==> config.mk <==
export PLATFORM = sky130hd
export DESIGN_NAME = and_selftest
export DESIGN_NICKNAME = d
export VERILOG_FILES = /design/src/rtl/and_selftest_pkg.sv /design/src/rtl/and_selftest.sv
export SDC_FILE = /design/constraint.sdc
export NUM_CORES = 1
export LEC_CHECK = 0
export CAP_MARGIN = 0
export CORE_ASPECT_RATIO = 0.7
export CORE_MARGIN = 4
export CORE_UTILIZATION = 54
export CTS_CLUSTER_DIAMETER = 100
export DETAILED_ROUTE_END_ITERATION = 8
export GPL_TIMING_DRIVEN = 0
export HOLD_SLACK_MARGIN = 0.12
export PLACE_DENSITY_LB_ADDON = 0.05
export SYNTH_ARGS = -nofsm -noshare
export SYNTH_HDL_FRONTEND = slang
export SYNTH_SLANG_ARGS = --single-unit
==> constraint.sdc <==
create_clock -name clk -period 3 [get_ports clk]
set_clock_uncertainty 0.05 [all_clocks]
set_input_delay 0.75 -clock clk [delete_from_list [all_inputs] [get_ports clk]]
set_output_delay 0.75 -clock clk [all_outputs]
set_load 0.03 [all_outputs]
Figure 1. Clock wires, drivers and flops (run 1).
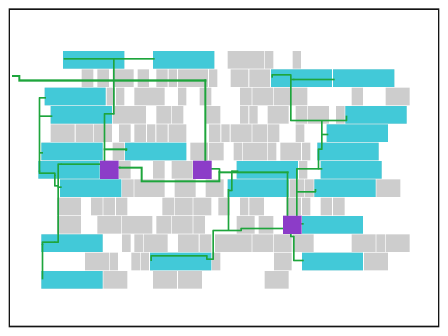
- green: clock wires (length 259 um)
- purple: cells driving clock nets (count 3)
- cyan: flip-flops (count 22)
- routed clock nets: 4
Latency at later pin: 0.31 ns
clock share of power: 0.127
Clock group: 0.163 mW

Figure 2. Metal layers overlaid (run 1).
Scale bar: 20 um.
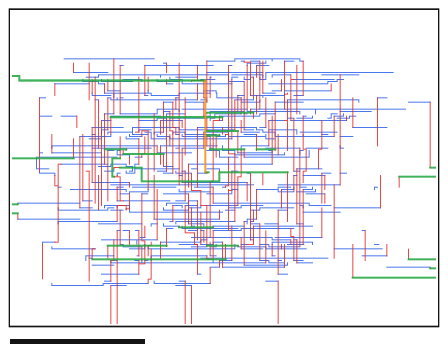
- orange: met4 (wire length 13.6 um)
- red: met2 (wire length 958 um)
- green: met3 (wire length 180 um)
- blue: met1 (wire length 1300 um)
vias: 928
total wire length: 2450 um
GRT Overall Usage: 0.183
drt wl/cell: 15.5 um

Figure 3. Pin map (run 1).
Pins as bars across the die edge, other pins in grey.
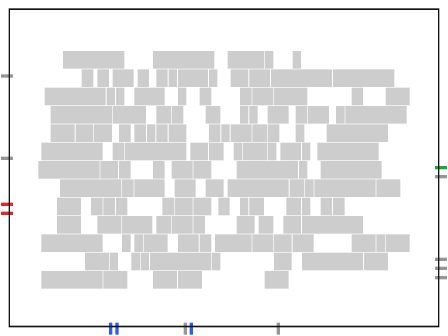
- green: `x` (pins 1; direction output; edge right)
- red: `fail_idx` (pins 2; direction output; edge left)
- blue: `err_cnt` (pins 3; direction output; edge bottom)
- all pins by edge: 5 right, 5 bottom, 4 left
die x size: 63.5 um
Chip Height: 46.8 um

==> ci_impl_report.md, run 1 <==
## Synthesis and layout report

| Metric | Value |
|---|---|
| Fraction of layout cells with a size suffix above 1 | `0.0956` |
| YS chip area | `1160 um2` |
| # rows | `13` |
| Pins Over Slew Limit | `0` |
| Placed Cells | `154` |
| Routed vias/inst | `5.87` |
| Number of enable flip-flop cells | `0` |
| LEAKAGE | `0.607 nW` |
| Top cells excl fill/tap | `dfrtp_1, clkdlybuf4s50_1, nand2_1, nand3_1, nor2_1` |
| CTS max path bufs | `2` |
| Delay-heaviest family, CP | `buffers and inverters` |
| Seq area share | `0.406` |
| Max Cap Violations | `0` |
| Residual DRC count | `0` |
| Ports | `14` |
| Fin area | `1360 um2` |
| CP Class | `flop to primary output` |
| Internal | `0.721 mW` |
| F_max | `0.449 GHz` |
| Cell Type Count | `32` |
| CTS resizes | `0` |
| GR Util met2 | `0.272` |
| CP max stage delay | `0.70 ns` |
| Post-Syn Instances | `119` |
| Hold slack | `0.519 ns` |
| Setup Buffers After CTS | `0` |
| Max IR drop VDD | `0.601 mV` |
| CP arrival | `1.43 ns` |
| CTS hold repair buffers | `0` |
| Slew HR | `0.437` |
| Fp_density | `0.596` |
| P_seq | `0.456 mW` |
| Clock Tree Root | `clkbuf_4` |
| Max H-tree Level | `1` |
| CP bufs+invs | `1` |
| WL met1 | `1300 um` |
| GR Util met3 | `0.0550` |
| Ao+oa area frac | `0.160` |
| Post-DP HPWL | `1780 um` |
| Run status | `finished clean` |
| Worst setup margin | `0.771 ns` |
Figure 4. Wires at chosen ports, followed through buffers (run 1).
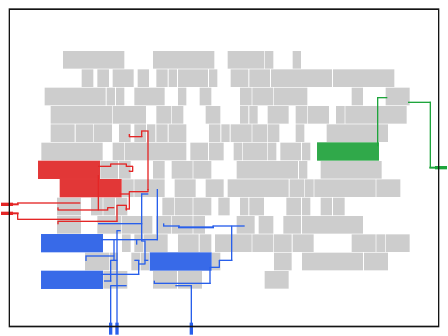

==> run 2, diff against run 1 <==
Settings changed: CORE_UTILIZATION 54 to 48.
Clock period 3 ns to 1.99 ns, I/O delays scaled along.
Figure 5. Wires at chosen ports, followed through buffers (run 2).
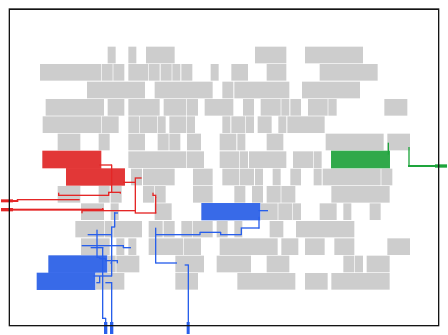
- blue: `err_cnt` (direction output; end cells 3; wire 95.3 um)
- green: `x` (direction output; end cells 1; wire 9.00 um)
- red: `fail_idx` (direction output; end cells 2; wire 65.0 um)
Ports: 14
# port buffers: 13

==> ci_impl_report.md, run 2 <==
## Synthesis and layout report

| Metric | Value |
|---|---|
| Top cells excl fill/tap | `dfrtp_1, nand2_1, nand3_1, clkdlybuf4s50_1, nor2_1` |
| Yosys cell count | `119` |
| Clock group | `0.238 mW` |
| Max Cap Violations | `0` |
| Setup Buffers After CTS | `0` |
| Largest register FFs | `8` |
| Hold slack | `0.501 ns` |
| Setup_tns | `0 ns` |
| Run status | `finished clean` |
| Comb group | `1.11 mW` |
| LEAKAGE | `0.665 nW` |
| Slew HR | `0.466` |
| Total wire length | `2490 um` |
| Cell Type Count | `32` |
| Latency at later pin | `0.31 ns` |
| Post-Syn Instances | `119` |
| Routed vias/inst | `5.38` |
| Clock Tree Root | `clkbuf_4` |
| Placed Cells | `164` |
| Fin area | `1430 um2` |
| Synth flops | `22` |
| Fraction of layout cells with a size suffix above 1 | `0.139` |
| Number of enable flip-flop cells | `0` |
| F_max | `0.520 GHz` |
| Ao+oa area frac | `0.160` |
| Drt wl/cell | `14.7 um` |
| GR Util met2 | `0.225` |
| Vias | `909` |
| CP Class | `input port to flop` |
| Internal | `1.13 mW` |
| GR Util met3 | `0.0553` |
| CTS resizes | `1` |
| Post-DP HPWL | `1830 um` |
| Clock share of power | `0.117` |
| Worst Hold Depth | `1` |
| Max IR drop VDD | `0.780 mV` |
| GRT Overall Usage | `0.167` |
| Delay-heaviest family, CP | `buffers and inverters` |
| Non-CTS inverters | `4` |
| YS chip area | `1160 um2` |
| Worst setup margin | `0.0682 ns` |
| CP bufs+invs | `2` |
| Pins Over Slew Limit | `0` |
| Flop pwr share | `0.339` |
| CTS max path bufs | `2` |
| Max H-tree Level | `1` |
| CP max stage delay | `0.49 ns` |
| CTS hold repair buffers | `0` |
| Post-DP Area | `1330 um2` |
| Multi-input gate share of total cell area | `0.434` |
| Residual DRC count | `0` |
| CP arrival | `2.08 ns` |
| P_seq | `0.688 mW` |
| Number of logic gates | `89` |
| Diode count | `0` |
| # rows | `14` |
| WL met1 | `1300 um` |
| Met1 Resource Use GR | `0.256` |
| Reg2reg path depth | `6` |
| Fp_density | `0.523` |
| Seq area share | `0.387` |
Figure 6. Pin map (run 2).
Pins as bars across the die edge, other pins in grey.
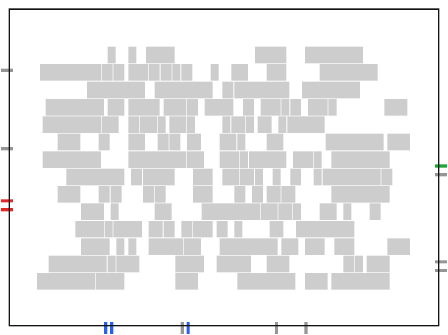
- red: `fail_idx` (pins 2; direction output; edge left)
- blue: `err_cnt` (pins 3; direction output; edge bottom)
- green: `x` (pins 1; direction output; edge right)
- all pins by edge: 6 bottom, 4 left, 4 right
Chip Height: 49.2 um
die x size: 66.9 um

Power figures rest on the tool's default switching activity, not on a simulated workload.
